==> src/rtl/mic1_pkg.sv <==
// MIC-1 microsequencer shared definitions: state encoding, microinstruction
// field layout, ALU select presets and the halt address.
package mic1_pkg;

   typedef enum logic [2:0] {
      ST_IDLE,
      ST_FETCH,
      ST_EXEC,
      ST_WB,
      ST_MEMWAIT,
      ST_NEXT,
      ST_HALT
   } seq_state_t;

   localparam int MIR_W    = 36;
   localparam int NA_LSB   = 27;
   localparam int NA_W     = 9;
   localparam int JMPC_BIT = 26;
   localparam int JAMN_BIT = 25;
   localparam int JAMZ_BIT = 24;
   localparam int ALU_LSB  = 16;
   localparam int ALU_W    = 8;
   localparam int C_LSB    = 7;
   localparam int C_W      = 9;
   localparam int MEM_LSB  = 4;
   localparam int MEM_W    = 3;
   localparam int B_LSB    = 0;
   localparam int B_W      = 4;

   // ALU select order, msb first: SLL8,SRA1,F0,F1,ENA,ENB,INVA,INC
   localparam logic [ALU_W-1:0] ALU_A     = 8'b00011000;
   localparam logic [ALU_W-1:0] ALU_B     = 8'b00010100;
   localparam logic [ALU_W-1:0] ALU_NOT_A = 8'b00011010;

   localparam logic [NA_W-1:0] HALT_ADDR = 9'h1FF;

endpackage

==> src/rtl/mic1_next_addr.sv <==
// Combinational next-MPC: N/Z jams into bit 8, MBR ORed into the low byte on JMPC.
module mic1_next_addr
   import mic1_pkg::*;
(
   input  logic [NA_W-1:0] next_address,
   input  logic            jmpc,
   input  logic            jamn,
   input  logic            jamz,
   input  logic            nff,
   input  logic            zff,
   input  logic [7:0]      mbr,
   output logic [NA_W-1:0] next_mpc
);

   always_comb begin
      next_mpc      = '0;
      next_mpc[8]   = next_address[8] | (jamn & nff) | (jamz & zff);
      next_mpc[7:0] = next_address[7:0] | (jmpc ? mbr : 8'h00);
   end

endmodule

==> src/rtl/mic1_sequencer.sv <==
// MIC-1 microsequencer: fetch / execute / write-back / memory-wait / next-address.
// Optional single-step gating of NEXT is compiled in with MIC1_SEQ_STEP_EN.
//
// state   | meaning
// IDLE    | waiting for run
// FETCH   | mpc held for ROM_LATENCY cycles, MIR loaded on the last one
// EXEC    | ALU/B selects driven from MIR
// WB      | C-bus strobes driven for one cycle, N/Z captured on exit
// MEMWAIT | memory strobes held until mem_ready
// NEXT    | next mpc computed; honours run (and step when compiled in)
// HALT    | parked at the halt address until reset
module mic1_sequencer
   import mic1_pkg::*;
#(
   parameter int unsigned      ROM_LATENCY = 1,
   parameter logic [NA_W-1:0]  RESET_MPC   = 9'h000
) (
   input  logic              clk,
   input  logic              rst_n,
   input  logic              run,
`ifdef MIC1_SEQ_STEP_EN
   input  logic              step,
`endif
   output logic [NA_W-1:0]   mpc,
   input  logic [MIR_W-1:0]  mir_in,
   output logic [ALU_W-1:0]  alu_select,
   input  logic              n_in,
   input  logic              z_in,
   output logic [B_W-1:0]    b_select,
   output logic [C_W-1:0]    c_enable,
   output logic              mem_write,
   output logic              mem_read,
   output logic              mem_fetch,
   input  logic              mem_ready,
   input  logic [7:0]        mbr,
   output logic              halted,
   output logic              busy
);

   localparam logic [2:0] LAT_INIT = 3'(ROM_LATENCY - 1);

   seq_state_t         state;
   logic [MIR_W-1:0]   mir;
   logic               nff;
   logic               zff;
   logic [2:0]         lat_cnt;
   logic [NA_W-1:0]    next_mpc;
   logic               step_ok;

   logic [ALU_W-1:0]   mir_alu;
   logic [B_W-1:0]     mir_b;
   logic [C_W-1:0]     mir_c;
   logic [MEM_W-1:0]   mir_mem;

   assign mir_alu = mir[ALU_LSB +: ALU_W];
   assign mir_b   = mir[B_LSB +: B_W];
   assign mir_c   = mir[C_LSB +: C_W];
   assign mir_mem = mir[MEM_LSB +: MEM_W];

`ifdef MIC1_SEQ_STEP_EN
   assign step_ok = step;
`else
   assign step_ok = 1'b1;
`endif

   mic1_next_addr u_next_addr (
      .next_address (mir[NA_LSB +: NA_W]),
      .jmpc         (mir[JMPC_BIT]),
      .jamn         (mir[JAMN_BIT]),
      .jamz         (mir[JAMZ_BIT]),
      .nff          (nff),
      .zff          (zff),
      .mbr          (mbr),
      .next_mpc     (next_mpc)
   );

   always_ff @(posedge clk or negedge rst_n) begin
      if (!rst_n) begin
         state      <= ST_IDLE;
         mpc        <= RESET_MPC;
         mir        <= '0;
         nff        <= 1'b0;
         zff        <= 1'b0;
         lat_cnt    <= '0;
         alu_select <= '0;
         b_select   <= '0;
         c_enable   <= '0;
         mem_write  <= 1'b0;
         mem_read   <= 1'b0;
         mem_fetch  <= 1'b0;
         halted     <= 1'b0;
         busy       <= 1'b0;
      end else begin
         case (state)
            ST_IDLE: begin
               if (run) begin
                  lat_cnt <= LAT_INIT;
                  busy    <= 1'b1;
                  state   <= ST_FETCH;
               end
            end

            // ROM latency timer: load MIR when the down-counter reaches zero
            ST_FETCH: begin
               if (lat_cnt == 3'd0) begin
                  mir        <= mir_in;
                  alu_select <= mir_in[ALU_LSB +: ALU_W];
                  b_select   <= mir_in[B_LSB +: B_W];
                  state      <= ST_EXEC;
               end else begin
                  lat_cnt <= lat_cnt - 3'd1;
               end
            end

            ST_EXEC: begin
               alu_select <= mir_alu;
               b_select   <= mir_b;
               c_enable   <= mir_c;
               state      <= ST_WB;
            end

            ST_WB: begin
               nff        <= n_in;
               zff        <= z_in;
               alu_select <= '0;
               b_select   <= '0;
               c_enable   <= '0;
               if (mir_mem != 3'b000) begin
                  {mem_write, mem_read, mem_fetch} <= mir_mem;
                  state <= ST_MEMWAIT;
               end else begin
                  state <= ST_NEXT;
               end
            end

            ST_MEMWAIT: begin
               if (mem_ready) begin
                  {mem_write, mem_read, mem_fetch} <= 3'b000;
                  state <= ST_NEXT;
               end
            end

            // halt beats run=0, which beats a pending step
            ST_NEXT: begin
               if (next_mpc == HALT_ADDR) begin
                  mpc    <= next_mpc;
                  halted <= 1'b1;
                  busy   <= 1'b0;
                  state  <= ST_HALT;
               end else if (!run) begin
                  mpc   <= next_mpc;
                  busy  <= 1'b0;
                  state <= ST_IDLE;
               end else if (step_ok) begin
                  mpc     <= next_mpc;
                  lat_cnt <= LAT_INIT;
                  state   <= ST_FETCH;
               end
            end

            ST_HALT: begin
               mpc <= HALT_ADDR;
            end

            default: begin
               state <= ST_IDLE;
            end
         endcase
      end
   end

endmodule

==> config.mk <==
export PLATFORM = sky130hd
export DESIGN_NAME = mic1_sequencer
export DESIGN_NICKNAME = d
export VERILOG_FILES = /design/src/rtl/mic1_pkg.sv /design/src/rtl/mic1_next_addr.sv /design/src/rtl/mic1_sequencer.sv
export SDC_FILE = /design/constraint.sdc
export NUM_CORES = 1
export LEC_CHECK = 0
export ABC_CLOCK_PERIOD_IN_PS = 4200
export CORE_MARGIN = 8
export CORE_UTILIZATION = 53
export DETAILED_ROUTE_END_ITERATION = 10
export PLACE_DENSITY = 0.85
export SLEW_MARGIN = 5
export SYNTH_ARGS = -nofsm -noshare
export SYNTH_HDL_FRONTEND = slang
export SYNTH_SLANG_ARGS = --single-unit
==> constraint.sdc <==
create_clock -name clk -period 4.2 [get_ports clk]
set_input_delay 0.84 -clock clk [delete_from_list [all_inputs] [get_ports clk]]
set_output_delay 0.84 -clock clk [all_outputs]
set_load 0.005 [all_outputs]
Figure 1. Placement by cell class (run 1).
Fill, decap, tap and diode cells in grey.
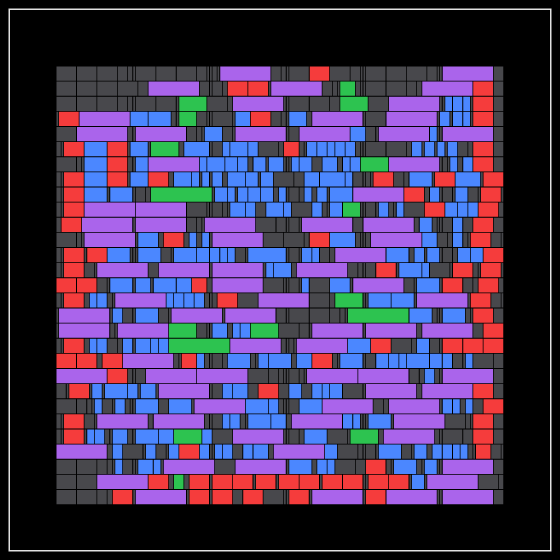
legend:
  other buffers and delay cells:
    colour: red
    cells: 87
    share_of_their_area: 19%
  flops:
    colour: purple
    cells: 79
    share_of_their_area: 44%
  clock drivers and dummy loads:
    colour: green
    cells: 16
    share_of_their_area: 5.4%
  combinational and other logic:
    colour: blue
    cells: 210
    share_of_their_area: 31%
Core Area: 6350 um2
sequential cell area share: 43.1%
FP Rows: 29
final instance area: 4580 um2

Figure 2. Clock nets (run 1).
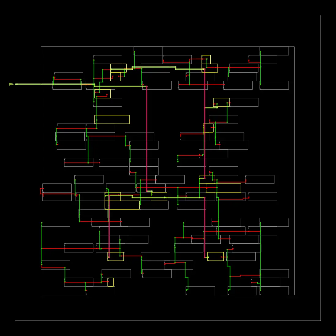
clk_skew: 0.0122 ns
Latency at later pin: 0.35 ns
CTS Buf Count: 9
clk_buf instances: 9

==> GITHUB_STEP_SUMMARY, run 1 <==
### Yosys + OpenROAD results

| Metric | Value |
|---|---|
| PortBufs | 84 |
| Area leader share | 56.7% |
| Unique masters post-synth | 37 |
| DR pass1 iterations | 4 |
| Worst Hold Class | reg -> reg |
| Max_slew headroom | 35.7% |
| Critical-path top delay cell | and3b_2 |
| Gate Count Post-Synth | 308 |
| Power Density | 787 nW/um2 |
| GR Overflow Total | 0 |
| CP max stage delay | 0.81 ns |
| Status | complete, no violations |
| Sink Count | 79 |
| Min-Delay Endpoint | halted |
| Die footprint | 9430 um2 |
| Routed Antenna Nets | 0 |
| Bufs on Longest Clock Path | 2 |
| R2R cell count | 4 |
| Clock transition at path regs | around 0.080 ns |
| Hold-fix buffers, CTS | 0 |
| Detailed-route via count | 2662 |
| CTS tree | yes |
| Worst slack at placement | around 1.5 ns |
| Routed WL per cell | 17.2 um |
| Biggest area cells | dfrtp_1 57%, mux2_2 10%, a21oi_1 5.6%, nor2_1 3.0%, nor3b_1 2.6% |
| Syn Std Cell Area | between 3000 and 4000 um2 |
| Max-cap viol count | 0 |
| R2R setup slack | between 1.5 and 2 ns |
| RSZ-0062 raised after global routing | false |
| Sw Pwr | 1.25 mW |
| Delay-heaviest family, CP | simple AND/OR/NAND/NOR gates |
| Fin crit share | 58.2% |
| Sequential power share | between 30% and 40% |
| Floorplan Nets | 360 |
| Ys cells | 308 |
| Worst Path Buf+Inv | 1 |
| Layout Nets | 439 |
| Area delta synth->final | 31.4% |
| Cell leakage power | roughly 1.9 nW |
| Antenna violations before repair | 0 |
| Ports | between 80 and 90 |
| Setup violations, final | 0 |
| Critical path launch point type | register |
| Yosys warning tally | 0 |
| Final Util | 72.2% |
| Critical Path RT | 4.43 ns |
| Htree depth | 3 |
| Asr flop ratio synth | 100% |
| Worst Max-Slew Pin Slew | 0.964 ns |
| Share of cells above drive strength 1 | 14.8% |
| Placed instance area | 4340 um2 |
| WHS | 0.481 ns |
| Comb power frac | 42.9% |
| Post-CTS Resized | 0 |
| Synth top cells by count | 79 x dfrtp_1, 39 x a21oi_1, 32 x mux2_2, 28 x nor2_1 |
| Tool warning count | 27 |
| First-pass GRT wire length | 13.6 mm |
| Syn Area/Cell | 11.3 um2 |
| Data arrival, critical path | 2.67 ns |
| Placer Congestion | roughly 0.84 |
| Setup ws final | 1.76 ns |
| Clk root buf | clkbuf_8 |
| Commonest flop | dfrtp_1 |
| Hold path cells | 1 |
| Crit Path Category | reg -> reg |
| Chip area estimate from yosys synthesis | 3490 um2 |
| DR vias/cell | 5.68 |
| Antenna diodes | 0 |
| Post-synth seq share | 56.7% |
| DRT iter0 DRCs | 111 |
| FF-to-FF End | mir[24] |
| VDD IR max | 0.445 mV |
| Number of global-route vias before repair | around 2700 |
| Critical Path, Cell by Cell | buf_4, nor3b_4, and3b_2, mux2_2 |
| Die width | 97.1 um |
| Die Height | 97.1 um |
| Seq cells post-synth | 79 |
| HPWL Detailed | 5.62 mm |
| Crit. End Element | register |
| # DRC | 0 |
| Starting Density | a little over half |
| Min-delay src | halted |
| Number of flops mapped to enable cells by yosys | 0 |
| Net Sw Frac | a little over a third |
| Fin crit period | 2.44 ns |
| Clock group share of total power | 18.6% |
| Largest net degree at the start of global routing | 80 |
| Fin Setup TNS | 0 ns |
| Internal Pwr Total | 2.36 mW |
| Crit-path max FO | 39 |
| Pins Over Slew Limit | 0 |
| Synth top cell by count | dfrtp_1 |
| Post-CTS setup buffers | 0 |
| GRT Total Usage | between 10% and 20% |
| Worst setup path startpoint | state[0] |
| R2r startpoint | state[0] |
| Leading area contributor after synthesis | dfrtp_1 |
| Hold Fails Final Rpt | 0 |
| Fmax | 409 MHz |
| WL final | approximately 8 mm |
Figure 3. Metal layers overlaid (run 1).
Scale bar: 20 um. Two of the layers only.
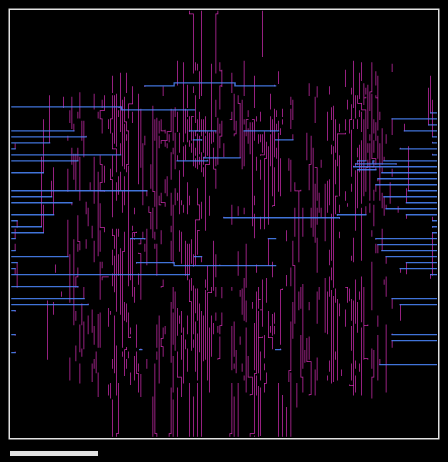
legend:
  metal 3:
    colour: blue
    wire_length: 732 um
  metal 2:
    colour: magenta
    wire_length: 3660 um

[run 1: through the flow]
stage	power (mW)	cells
after floorplan	2.39	308
after global placement	2.88	453
after detailed placement	2.94	453
after CTS	3.64	469
after global routing	3.87	469
final	3.61	469
[run 1: worst max-delay path by stage]
stage / to / slack [ns] / depth (start not counted)
2_1_floorplan: busy / 2.28 / 4
3_3_place_gp: busy / 1.54 / 5
3_5_place_dp: busy / 1.50 / 5
4_1_cts: mir[27] / 1.75 / 4
5_1_grt: mir[6] / 1.58 / 4
6_report: mir[24] / 1.76 / 4
[run 1: per-layer routing]
metal	wire length [um]	track usage, %	vias up	part of all wire (%)
met5	0	0	-	0
met4	106	6.75	0	1.3
met3	731	7.11	9	9.0
met2	3660	26.0	93	45
met1	3580	22.5	1306	44
li1	-	-	1254	-
[run 1: logic make-up (layout without fill, tap and decap cells)]
logic type	count (synthesis)	count (layout)	synth area share, %
fa+ha+maj	2	2	0.718
buf+inv	24	108	3.62
flops	79	79	56.7
simple gates	85	85	13.0
xor+xnor	1	1	0.251
compound gates	79	79	13.4
mux	38	38	12.3
[run 1: cells in the final DEF (no fill, tap or decap), types with 2 or more instances in the layout]
| cell type | Yosys | final |
|---|---|---|
| clkbuf_8 | 0 | 9 |
| o22a_1 | 2 | 2 |
| o22ai_1 | 5 | 5 |
| clkdlybuf4s50_1 | 0 | 83 |
| nand4_1 | 4 | 4 |
| mux2_1 | 6 | 6 |
| o211ai_1 | 2 | 2 |
| a22o_1 | 3 | 3 |
| nand2_1 | 15 | 15 |
| dfrtp_1 | 79 | 79 |
| nor3b_1 | 12 | 12 |
| inv_1 | 5 | 5 |
| bufinv_16 | 0 | 3 |
| a21oi_1 | 39 | 39 |
| nand3b_1 | 2 | 2 |
| a31o_2 | 2 | 2 |
| a31oi_1 | 3 | 3 |
| buf_4 | 4 | 4 |
| nor2_1 | 28 | 28 |
| o21bai_1 | 2 | 2 |
| nand2b_1 | 12 | 12 |
| ha_1 | 2 | 2 |
| mux2_2 | 32 | 32 |
| o21ai_0 | 15 | 15 |
| nand3_1 | 7 | 7 |
[run 1: power by group through the flow]
stage          combinational [mW]  clock (mW)  sequential [mW]
2_1_floorplan                1.07           0             1.32
3_3_place_gp                 1.50           0             1.38
3_5_place_dp                 1.55           0             1.39
4_1_cts                      1.56       0.691             1.38
5_1_grt                      1.71       0.727             1.44
6_report                     1.55       0.669             1.39
[run 1: registers in the layout (all words and copies together), names as in the netlist, 3 cells and up]
register / flops
lat_cnt: 3
mir: 36
b_select: 4
state: 3
c_enable: 9
mpc: 9
alu_select: 8
[run 1: final cells by class]
class                      count  area [um2]
clock buffer                   9         124
clock inverter                 7         120
fill                         465        1770
inverter                       5        18.8
multi-input combinational    205        1390
sequential                    79        1980
tap                           77        96.3
timing repair buffer          87         861
[run 1: worst reg2reg max path: cells and delay by family (launching register included)]
| kind | cells | cell delay, ns |
|---|---|---|
| buffers and inverters | 1 | 0.32 |
| muxes | 1 | 0.44 |
| DFF | 1 | 0.33 |
| and+or+nand+nor | 2 | 1.24 |
Figure 4. Sequential cells coloured by netlist name (run 1).
Scale bar: 20 um. Other sequential cells in the stronger grey, the rest of the logic in the fainter grey.
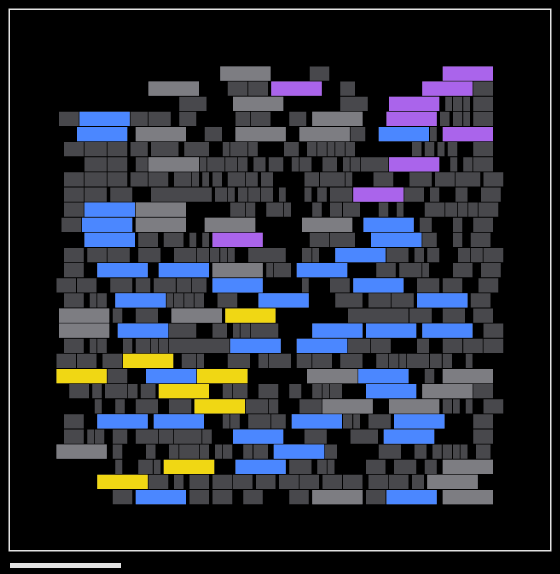

==> run 1 -> run 2 <==
Settings changed: ABC_CLOCK_PERIOD_IN_PS 4200 to 2500, CORE_UTILIZATION 53 to 49, PLACE_DENSITY 0.85 to 0.79.
Clock period 4.2 ns to 2.5 ns, I/O delays scaled along.
Figure 5. Sequential cells coloured by netlist name (run 2).
Scale bar: 20 um. Other sequential cells in the stronger grey, the rest of the logic in the fainter grey.
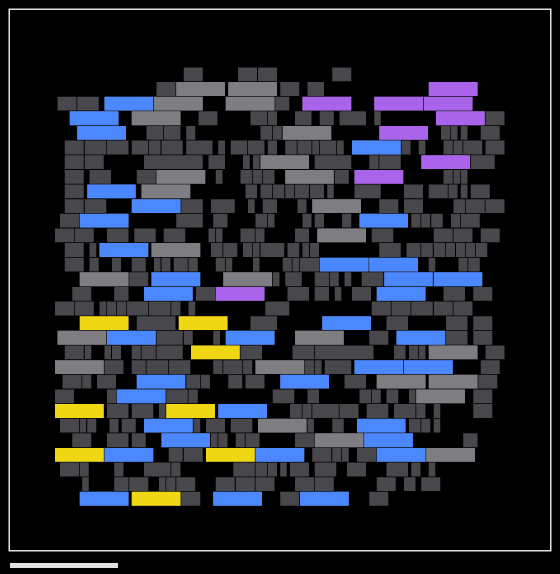
legend:
  `mir`:
    colour: blue
    flops: 36
  `mpc`:
    colour: purple
    flops: 9
  `alu_select`:
    colour: yellow
    flops: 8
not coloured: 26

==> run 2 against run 1 <==
Power up 65%; critical path type unchanged; die size up 6.8%; highest routed layer unchanged; clock skew is 0.0062 ns lower; final cell count is 4.9% higher; critical path depth stayed put; synthesized cell count unchanged; final area rose by 0.90%; synthesized area stayed put.
==> GITHUB_STEP_SUMMARY, run 2 <==
### Yosys + OpenROAD results

| Metric | Value |
|---|---|
| Area leader share | between 50% and 60% |
| Clk_skew | roughly 0.006 ns |
| Fin crit share | roughly 78% |
| Worst Path Buf+Inv | 1 |
| Synth top cells by count | 79 x dfrtp_1, 39 x a21oi_1, 32 x mux2_2, 28 x nor2_1 |
| Syn Std Cell Area | about 3500 um2 |
| Sink Count | 79 |
| Bufs on Longest Clock Path | 2 |
| Detailed-route via count | approximately 2600 |
| Die footprint | 10100 um2 |
| FP Rows | 30 |
| Clk root buf | clkbuf_8 |
| Synth top cell by count | dfrtp_1 |
| Largest net degree at the start of global routing | roughly 50 |
| Hold-fix buffers, CTS | 0 |
| CTS tree | yes |
| Commonest flop | dfrtp_1 |
| Final instance area | 4620 um2 |
| Fmax | between 500 and 600 MHz |
| Max reg flops | 36 |
| Antenna diodes | 0 |
| # DRC | 0 |
| GRT Total Usage | 17.6% |
| Cell leakage power | 1.87 nW |
| Largest regs | mir (36), c_enable (9), mpc (9) |
| Leading area contributor after synthesis | dfrtp_1 |
| Chip area estimate from yosys synthesis | 3490 um2 |
| DR pass1 iterations | 4 |
| Die width | 100 um |
| Seq cells post-synth | 79 |
| Delay-heaviest family, CP | simple AND/OR/NAND/NOR gates |
| Routed WL per cell | 16.8 um |
| Crit Path Category | reg -> reg |
| Status | complete, no violations |
| Clock transition at path regs | ~0.08 ns |
| DR vias/cell | 5.34 |
| PortBufs | 84 |
| RSZ-0062 raised after global routing | false |
| Placer Congestion | 0.875 |
| Fin Setup TNS | 0 ns |
| Core Area | 6830 um2 |
| Die Height | 100 um |
| Dpl cells | 477 |
| Worst slack at placement | around 0.38 ns |
| Critical path launch point type | register |
| Placed instance area | between 4000 and 5000 um2 |
| Syn Area/Cell | 11.3 um2 |
| CTS Buf Count | 9 |
| HPWL Detailed | 6.05 mm |
| Gate Count Post-Synth | 308 |
| Tool warning count | 27 |
| Worst Hold Class | in -> async |
| Ports | 85 |
| Crit-path max FO | 20 |
| Post-CTS setup buffers | 0 |
| WL final | roughly 8.3 mm |
| Number of flops mapped to enable cells by yosys | 0 |
| Critical Path, Cell by Cell | nor3b_4, and3b_2, buf_4, mux2_2 |
| Number of global-route vias before repair | approximately 2900 |
| Worst Max-Slew Pin Slew | 0.618 ns |
| Share of cells above drive strength 1 | around 15% |
| Floorplan Nets | approximately 360 |
| Critical Path RT | 2.73 ns |
| Area delta synth->final | 32.6% |
| Setup ws final | 0.553 ns |
| Top cell excl fill/tap | clkdlybuf4s50_1 |
| CP max stage delay | between 0.5 and 0.6 ns |
| Layout Nets | 444 |
| First-pass GRT wire length | around 14 mm |
| Power Density | 1290 nW/um2 |
| Post-synth seq share | 56.7% |
| Biggest area cells | dfrtp_1 57%, mux2_2 10%, a21oi_1 5.6%, nor2_1 3.0%, nor3b_1 2.6% |
| Top cells excl fill/tap | 83 x clkdlybuf4s50_1, 79 x dfrtp_1, 39 x a21oi_1 |
| Max_slew headroom | 58.8% |
| Setup violations, final | 0 |
| Hold Fails Final Rpt | 0 |
| Post-CTS Resized | 0 |
| Filler cells | between 500 and 600 |
| GR Overflow Total | 0 |
| DRT iter0 DRCs | 180 |
| Critical-path top delay cell | dfrtp_1 |
| Crit. End Element | register |
| Max-cap viol count | 0 |
| Starting Density | 51.0% |
| Antenna violations before repair | 0 |
| Htree depth | 3 |
| Yosys warning tally | 0 |
| Unique masters post-synth | 37 |
| Post-Layout Cell Count | roughly 500 |
| Pins Over Slew Limit | 0 |
| Fin crit period | 1.95 ns |
| Asr flop ratio synth | 100% |
| Biggest register | mir |
| VDD IR max | 0.706 mV |
| Data arrival, critical path | 2.17 ns |
| Routed Antenna Nets | 0 |
| Ys cells | between 300 and 400 |
| WHS | 0.174 ns |
Figure 6. Clock wires, drivers and flops (run 2).
Scale bar: 20 um.
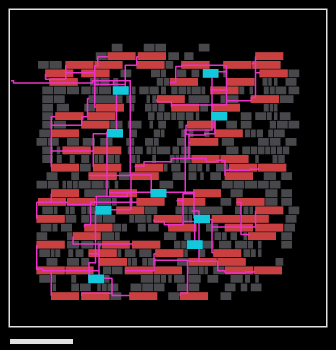
legend:
  clock drivers:
    colour: cyan
    count: 9
  clock wires:
    colour: magenta
    length: 912 um
  flip-flops:
    colour: red
    count: 79
routed clock nets: 10
clock group share of total power: 17.0%
Latency at later pin: 0.34 ns

[run 2: path summary, 6_finish.rpt]
path,slack [ns],to,from,cells past startpoint
min reg2reg,0.48,halted,halted,1
min,0.17,c_enable[5],rst_n,1
max,0.55,mir[13],state[1],4
max in group asynchronous,1.74,mir[25],rst_n,2
min in group clk,0.48,halted,halted,1
max reg2reg,0.55,mir[13],state[1],4
[run 2: area by class of cell]
| class | instances | area [um2] | share of cell area (%) |
|---|---|---|---|
| well taps | 96 | 120 | 2.60 |
| flip-flops and latches | 79 | 1980 | 42.8 |
| multi-input cells | 205 | 1390 | 30.0 |
| inverters | 5 | 18.8 | 0.406 |
| repair buffers | 92 | 911 | 19.7 |
| clock inverters | 4 | 70.1 | 1.52 |
| clock buffers | 11 | 141 | 3.06 |
[run 2: report_power, final]
group,switching (mW),total [mW],internal (mW),leakage (nW)
Clock,0.430,1.01,0.581,0.109
Sequential,0.407,2.31,1.90,0.933
Combinational,1.22,2.65,1.43,0.829
[run 2: metal layers]
layer  up-vias  part of all wire [%]  global-route usage, %
li1       1264                     -                      -
met1      1272                    46                   22.0
met2        79                    47                   27.7
met3        12                   6.2                   4.91
met4         0                   1.3                   7.67
met5         -                     0                      0
[run 2: through the flow]
step                      total power [mW]  util, %
after floorplan                       4.01        -
after detailed placement              5.00     64.6
final                                 5.97     67.7
after global placement                4.88     64.6
after CTS                             6.03     67.7
after global routing                  6.43     67.7
[run 2: cell families after synthesis]
group | after synthesis | share of synthesized area [%]
compound gates | 79 | 13.4
xor+xnor | 1 | 0.251
fa+ha+maj | 2 | 0.718
buf+inv | 24 | 3.62
flops | 79 | 56.7
mux | 38 | 12.3
simple gates | 85 | 13.0
Power figures rest on the tool's default switching activity, not on a simulated workload.
